**src/rtl/demux_pkg.sv**
```systemverilog
`default_nettype none
// +--------------------------------------------------------------------+
// | demux_pkg : shared constants and helpers for demux_1to4_fifo        |
// | Revision  : 1.0                                                     |
// +--------------------------------------------------------------------+
package demux_pkg;

  localparam int DEF_DATA_W = 2;

  localparam int CH_A = 0;
  localparam int CH_B = 1;
  localparam int CH_C = 2;
  localparam int CH_D = 3;

  // Occupancy needs one bit more than the pointer to represent "full".
  function automatic int count_w(input int depth);
    return $clog2(depth) + 1;
  endfunction

endpackage
`default_nettype wire

```
**src/rtl/demux_1to4_fifo_if.sv**
```systemverilog
`default_nettype none
// +--------------------------------------------------------------------+
// | demux_1to4_fifo_if : producer stream plus four consumer ports       |
// | Revision           : 1.0                                            |
// +--------------------------------------------------------------------+
interface demux_1to4_fifo_if #(
  parameter int DATA_W = demux_pkg::DEF_DATA_W,
  parameter int DEPTH  = 4
);
  import demux_pkg::*;

  localparam int CNT_W = count_w(DEPTH);

  logic [DATA_W-1:0] in;
  logic [1:0]        sel;
  logic              push;
  logic              in_ready;

  logic              pop_a, pop_b, pop_c, pop_d;
  logic [DATA_W-1:0] out_a, out_b, out_c, out_d;
  logic              valid_a, valid_b, valid_c, valid_d;
  logic              full_a, full_b, full_c, full_d;
  logic [CNT_W-1:0]  count_a, count_b, count_c, count_d;

  modport slave (
    input  in, sel, push, pop_a, pop_b, pop_c, pop_d,
    output in_ready,
    output out_a, out_b, out_c, out_d,
    output valid_a, valid_b, valid_c, valid_d,
    output full_a, full_b, full_c, full_d,
    output count_a, count_b, count_c, count_d
  );

  modport master (
    output in, sel, push, pop_a, pop_b, pop_c, pop_d,
    input  in_ready,
    input  out_a, out_b, out_c, out_d,
    input  valid_a, valid_b, valid_c, valid_d,
    input  full_a, full_b, full_c, full_d,
    input  count_a, count_b, count_c, count_d
  );

endinterface
`default_nettype wire

```
**src/rtl/demux_fifo.sv**
```systemverilog
`default_nettype none
// +--------------------------------------------------------------------+
// | demux_fifo : single-clock FIFO with occupancy count and flags       |
// | Revision   : 1.0                                                    |
// +--------------------------------------------------------------------+
module demux_fifo
  import demux_pkg::*;
#(
  parameter int DATA_W = DEF_DATA_W,
  parameter int DEPTH  = 4
) (
  input  logic                       clk,
  input  logic                       reset_L,
  input  logic                       push,
  input  logic                       pop,
  input  logic [DATA_W-1:0]          din,
  output logic [DATA_W-1:0]          dout,
  output logic                       valid,
  output logic                       full,
  output logic [count_w(DEPTH)-1:0]  count
);

  localparam int PTR_W = $clog2(DEPTH);
  localparam int CNT_W = count_w(DEPTH);

  logic [DATA_W-1:0] mem [DEPTH];
  logic [PTR_W-1:0]  wr_ptr;
  logic [PTR_W-1:0]  rd_ptr;
  logic              wr_en;
  logic              rd_en;

  assign wr_en = push && !full;
  assign rd_en = pop && valid;

  assign valid = (count != '0);
  assign full  = (count == CNT_W'(DEPTH));
  assign dout  = mem[rd_ptr];

  // Storage is deliberately left out of reset; the head is masked while empty.
  always_ff @(posedge clk) begin
    if (wr_en) begin
      mem[wr_ptr] <= din;
    end
  end

  always_ff @(posedge clk or negedge reset_L) begin
    if (!reset_L) begin
      wr_ptr <= '0;
      rd_ptr <= '0;
      count  <= '0;
    end else begin
      if (wr_en) begin
        wr_ptr <= wr_ptr + 1'b1;
      end
      if (rd_en) begin
        rd_ptr <= rd_ptr + 1'b1;
      end
      unique case ({wr_en, rd_en})
        2'b10:   count <= count + 1'b1;
        2'b01:   count <= count - 1'b1;
        default: count <= count;
      endcase
    end
  end

endmodule
`default_nettype wire

```
**src/rtl/demux_1to4_fifo.sv**
```systemverilog
`default_nettype none
// +--------------------------------------------------------------------+
// | demux_1to4_fifo : routes a tagged word stream into four FIFOs       |
// | Revision        : 1.0                                               |
// +--------------------------------------------------------------------+
module demux_1to4_fifo
  import demux_pkg::*;
#(
  parameter int DATA_W = DEF_DATA_W,
  parameter int DEPTH  = 4
) (
  input  logic               clk,
  input  logic               reset_L,
  demux_1to4_fifo_if.slave   bus
);

  localparam int CNT_W = count_w(DEPTH);

  logic [3:0]        ch_push;
  logic [3:0]        ch_pop;
  logic [3:0]        ch_valid;
  logic [3:0]        ch_full;
  logic [DATA_W-1:0] ch_head  [4];
  logic [CNT_W-1:0]  ch_count [4];
  logic              in_ready;

  // Ready depends only on the selected channel's registered full flag.
  assign in_ready     = !ch_full[bus.sel];
  assign bus.in_ready = in_ready;
  assign ch_pop       = {bus.pop_d, bus.pop_c, bus.pop_b, bus.pop_a};

  generate
    for (genvar i = 0; i < 4; i++) begin : g_ch
      assign ch_push[i] = bus.push && in_ready && (bus.sel == 2'(i));

      demux_fifo #(
        .DATA_W (DATA_W),
        .DEPTH  (DEPTH)
      ) u_fifo (
        .clk     (clk),
        .reset_L (reset_L),
        .push    (ch_push[i]),
        .pop     (ch_pop[i]),
        .din     (bus.in),
        .dout    (ch_head[i]),
        .valid   (ch_valid[i]),
        .full    (ch_full[i]),
        .count   (ch_count[i])
      );
    end
  endgenerate

  assign bus.out_a   = ch_valid[CH_A] ? ch_head[CH_A] : '0;
  assign bus.out_b   = ch_valid[CH_B] ? ch_head[CH_B] : '0;
  assign bus.out_c   = ch_valid[CH_C] ? ch_head[CH_C] : '0;
  assign bus.out_d   = ch_valid[CH_D] ? ch_head[CH_D] : '0;

  assign bus.valid_a = ch_valid[CH_A];
  assign bus.valid_b = ch_valid[CH_B];
  assign bus.valid_c = ch_valid[CH_C];
  assign bus.valid_d = ch_valid[CH_D];

  assign bus.full_a  = ch_full[CH_A];
  assign bus.full_b  = ch_full[CH_B];
  assign bus.full_c  = ch_full[CH_C];
  assign bus.full_d  = ch_full[CH_D];

  assign bus.count_a = ch_count[CH_A];
  assign bus.count_b = ch_count[CH_B];
  assign bus.count_c = ch_count[CH_C];
  assign bus.count_d = ch_count[CH_D];

endmodule
`default_nettype wire

```
**src/flat_wrapper.sv**
```systemverilog
// flat-port wrapper written by rule: the top's interface ports become plain ports
module demux_1to4_fifo_flat import demux_pkg::*;
#(
  parameter int DATA_W = DEF_DATA_W,
  parameter int DEPTH  = 4
)
  (clk, reset_L, bus_in, bus_sel, bus_push, bus_pop_a, bus_pop_b, bus_pop_c, bus_pop_d, bus_in_ready, bus_out_a, bus_out_b, bus_out_c, bus_out_d, bus_valid_a, bus_valid_b, bus_valid_c, bus_valid_d, bus_full_a, bus_full_b, bus_full_c, bus_full_d, bus_count_a, bus_count_b, bus_count_c, bus_count_d);
  demux_1to4_fifo_if #(.DATA_W(DATA_W), .DEPTH(DEPTH)) bus_i ();
  input  logic clk;
  input  logic reset_L;
  input wire logic [$bits(bus_i.in)-1:0] bus_in;
  input wire logic [$bits(bus_i.sel)-1:0] bus_sel;
  input wire logic [$bits(bus_i.push)-1:0] bus_push;
  input wire logic [$bits(bus_i.pop_a)-1:0] bus_pop_a;
  input wire logic [$bits(bus_i.pop_b)-1:0] bus_pop_b;
  input wire logic [$bits(bus_i.pop_c)-1:0] bus_pop_c;
  input wire logic [$bits(bus_i.pop_d)-1:0] bus_pop_d;
  output wire logic [$bits(bus_i.in_ready)-1:0] bus_in_ready;
  output wire logic [$bits(bus_i.out_a)-1:0] bus_out_a;
  output wire logic [$bits(bus_i.out_b)-1:0] bus_out_b;
  output wire logic [$bits(bus_i.out_c)-1:0] bus_out_c;
  output wire logic [$bits(bus_i.out_d)-1:0] bus_out_d;
  output wire logic [$bits(bus_i.valid_a)-1:0] bus_valid_a;
  output wire logic [$bits(bus_i.valid_b)-1:0] bus_valid_b;
  output wire logic [$bits(bus_i.valid_c)-1:0] bus_valid_c;
  output wire logic [$bits(bus_i.valid_d)-1:0] bus_valid_d;
  output wire logic [$bits(bus_i.full_a)-1:0] bus_full_a;
  output wire logic [$bits(bus_i.full_b)-1:0] bus_full_b;
  output wire logic [$bits(bus_i.full_c)-1:0] bus_full_c;
  output wire logic [$bits(bus_i.full_d)-1:0] bus_full_d;
  output wire logic [$bits(bus_i.count_a)-1:0] bus_count_a;
  output wire logic [$bits(bus_i.count_b)-1:0] bus_count_b;
  output wire logic [$bits(bus_i.count_c)-1:0] bus_count_c;
  output wire logic [$bits(bus_i.count_d)-1:0] bus_count_d;
  assign bus_i.in = bus_in;
  assign bus_i.sel = bus_sel;
  assign bus_i.push = bus_push;
  assign bus_i.pop_a = bus_pop_a;
  assign bus_i.pop_b = bus_pop_b;
  assign bus_i.pop_c = bus_pop_c;
  assign bus_i.pop_d = bus_pop_d;
  assign bus_in_ready = bus_i.in_ready;
  assign bus_out_a = bus_i.out_a;
  assign bus_out_b = bus_i.out_b;
  assign bus_out_c = bus_i.out_c;
  assign bus_out_d = bus_i.out_d;
  assign bus_valid_a = bus_i.valid_a;
  assign bus_valid_b = bus_i.valid_b;
  assign bus_valid_c = bus_i.valid_c;
  assign bus_valid_d = bus_i.valid_d;
  assign bus_full_a = bus_i.full_a;
  assign bus_full_b = bus_i.full_b;
  assign bus_full_c = bus_i.full_c;
  assign bus_full_d = bus_i.full_d;
  assign bus_count_a = bus_i.count_a;
  assign bus_count_b = bus_i.count_b;
  assign bus_count_c = bus_i.count_c;
  assign bus_count_d = bus_i.count_d;
  demux_1to4_fifo #(.DATA_W(DATA_W), .DEPTH(DEPTH)) u_core (.clk(clk), .reset_L(reset_L), .bus(bus_i));
endmodule
```
**config.mk**
```make
export PLATFORM = sky130hd
export DESIGN_NAME = demux_1to4_fifo_flat
export DESIGN_NICKNAME = d
export VERILOG_FILES = /design/src/rtl/demux_pkg.sv /design/src/rtl/demux_1to4_fifo_if.sv /design/src/rtl/demux_fifo.sv /design/src/rtl/demux_1to4_fifo.sv /design/src/flat_wrapper.sv
export SDC_FILE = /design/constraint.sdc
export NUM_CORES = 1
export LEC_CHECK = 0
export ABC_AREA = 1
export CORE_MARGIN = 2
export CORE_UTILIZATION = 28
export CTS_CLUSTER_SIZE = 14
export DETAILED_ROUTE_END_ITERATION = 10
export MAX_ROUTING_LAYER = met4
export PLACE_DENSITY = 0.58
export SETUP_SLACK_MARGIN = 0.1
export SLEW_MARGIN = 25
export SYNTH_ARGS = -nofsm -noshare
export SYNTH_HDL_FRONTEND = slang
export SYNTH_HIERARCHICAL = 1
export SYNTH_SLANG_ARGS = --single-unit
```
**constraint.sdc**
```tcl
create_clock -name clk -period 2.53 [get_ports clk]
set_input_delay 0.506 -clock clk [delete_from_list [all_inputs] [get_ports clk]]
set_output_delay 0.506 -clock clk [all_outputs]
set_load 0.05 [all_outputs]
```
==> impl_metrics.ini <==
; implementation run metrics
[clocking]
clk_latency_ns = 0.32
cts_tree = yes
clk_pin_slew_ns = 0.05
cts_buffers = 9
htree_levels = 3
cts_root_buf = clkbuf_16
cts.sinks = 60
cts_buffer_depth = 2
cts_hold_buffers = 0

[worst_setup_path]
critPathMaxFanout = 6
endpoint = bus_valid_a
crit_path_start_kind = flop
cp_data_arrival_time_ns = 1.74
r2r-end = u_core/g_ch[3].u_fifo/count[1]
reg2reg_setup_slack_ns = 0.33
critPathLaunch = u_core/g_ch[0].u_fifo/count[2]
required_ns = 2.02
path_class = flop to output pin
endpoint_kind = output pin
rr_worst_depth = 12
timing.rr.start = u_core/g_ch[0].u_fifo/count[2]

[hold_path]
hold_start = u_core/g_ch[2].u_fifo/count[0]
hold_class = flop to flop
whs_path_depth = 1
holdPathEnd = u_core/g_ch[2].u_fifo/count[0]

[synth]
topCellsByArea = edfxtp_1 (29%), dfrtp_1 (21%), nand2_1 (11%)
seq_area_frac_synth_pct = 49.46
synthArstFlopShare_pct = 46.67
ys_area_um2 = 3359
netlist_area_um2 = 3359
post_synth_num_cell_types = 18
flop_cell = edfxtp_1
yosys_cells = 369
floorplan.nets = 404
common_cells = nand2_1 (100), inv_1 (79), edfxtp_1 (32), dfrtp_1 (28)
syn_inst = 369
synth_flops = 60
synth_top_cell_by_count = nand2_1
yosys_warnings = 6
edf_count = 32
top_cell_area_share_pct = 28.60
avgSynthCellArea_um2 = 9.104
synth.largest_area_cell = edfxtp_1

[route]
drt-total-wl_um = 6041
route.detailed.drc = 0
num_vias = 2412
antenna_left = 0
drtIter0Drc = 73
firstDrtPassIters = 5
viasPerCell = 4.144
wire_per_inst_um = 10.38

[layout]
final_area_um2 = 4348
lay_top_cells = nand2_1 (100), inv_1 (73), edfxtp_1 (32), clkdlybuf4s50_1 (25)
drive_gt1_share_pct = 19.08
finalNonFillerCells = 582
n_antenna_cell = 0
final_common_cell = nand2_1
final_nets = 465
synthToLayoutAreaGrowth_pct = 29.42

[global_routing]
antenna_found_initial = 0
top_usage_layer = met2
grt.met3_usage_pct = 1.860
grt_util_met2_pct = 17.37
grt_first_pass_wirelength_um = 10630
grt_max_degree = 29
met1_usage_pct = 12.68
grt_pass1_vias = 2442
track_usage_pct = 10.53
overflow = 0

[power]
powerDensity_nw_per_um2 = 1322
fin_total_pwr_mw = 5.746
power.leakage_nw = 2.128
vdd.ir_drop.worst_v = 0.0004477

[timing]
finalMaxSlewViolations = 0
period_needed_ns = 2.242
final.setup.tns_ns = 0
worst_pin_slew_ns = 0.6251
fin_ws_ns = 0.2877
whs_ns = 0.4953
fin_crit_sh_pct = 88.63
setup_violations = 0
skew_ns = 0.007719
hold_viol = 0
rsz0062_at_grt = true
fmax_mhz = 446.0
slew-limit-headroom_pct = 58.20

[die]
fp_util_pct = 28.32
die-height_um = 113.5
chipArea_um2 = 12890
placement_rows = 40
die_x_um = 113.5
pin_count = 40

[placed_design]
place_congestion = 0.7561
post-place-ws_ns = -0.1332
hpwl_um = 4597
placed_area_um2 = 4056
dp_cells = 564
io_buffers = 39

[flow_run]
max-cap-violations = 0
tool_warnings = 40

[run_status]
outcome = complete, no violations
==> cell families (layout without fill, tap and decap cells) <==
family | Yosys count | in the layout | share of synthesized area [%]
buffers and inverters | 96 | 162 | 10.73
XOR/XNOR | 4 | 4 | 1.043
AND/OR/NAND/NOR | 165 | 165 | 24.77
AND-OR/OR-AND | 20 | 20 | 4.171
flip-flops | 60 | 60 | 49.46
adder cells (fa/ha/maj) | 24 | 24 | 9.832
==> area by class of cell <==
| class | count | area, µm² | area share [%] |
|---|---|---|---|
| multi-input cells | 213 | 1343 | 30.88 |
| repair buffers | 50 | 485.5 | 11.17 |
| flip-flops and latches | 60 | 1677 | 38.56 |
| well taps | 147 | 183.9 | 4.230 |
| inverters | 96 | 385.4 | 8.863 |
| clock inverters | 2 | 10.01 | 0.2302 |
| clock buffers | 14 | 264.0 | 6.072 |
==> layer usage <==
layer | routed length, µm | up-vias
met2 | 2937 | 37
met4 | 112 | 0
met3 | 194 | 11
li1 | - | 1265
met1 | 2797 | 1099
met5 | 0 | -
==> power breakdown <==
group	leakage (nW)	internal (mW)	switching, mW
sequential	0.616	1.31	0.262
clock	0.137	0.712	0.386
combinational	1.38	0.998	2.08
total	2.13	3.02	2.72
==> registers in the layout, summed over array words and instances, names as in the netlist <==
signal and cells:
u_core/g_ch.u_fifo/mem 32, u_core/g_ch.u_fifo/count 12, u_core/g_ch.u_fifo/rd_ptr 8, u_core/g_ch.u_fifo/wr_ptr 8
==> timing repair <==
| action | CTS | global route |
|---|---|---|
| buffers inserted | 0 | 2 |
| endpoints found under the setup margin | 8 | 9 |
| resized | 8 | 5 |
| pin swaps | 0 | 0 |
==> critical path: stages, from the launching register on <==
cell and delay (ns):
dfrtp_2 0.41, inv_2 0.06, nand3_4 0.12, clkdlybuf4s50_1 0.82
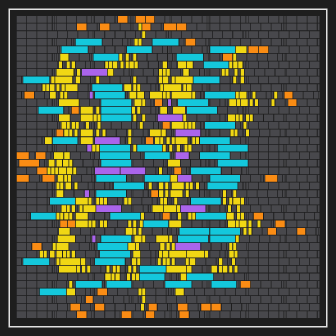
cell_classes.png
Fill, decap, tap and diode cells in gray.
| color | class | cells | share of their area |
|---|---|---|---|
| cyan | flops | 60 | 40% |
| purple | clock drivers and dummy loads | 16 | 6.6% |
| orange | other buffers and delay cells | 50 | 12% |
| yellow | all other logic | 309 | 41% |
sequential cell area share: 38.56%
Core Box Area: 11,860 µm²
Final Util: 36.66%

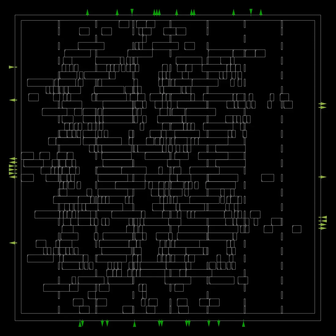
final_placement.png
total number of sequential cells: 60
Filler cells: 1,155

Power is estimated from default activity; no workload was simulated.
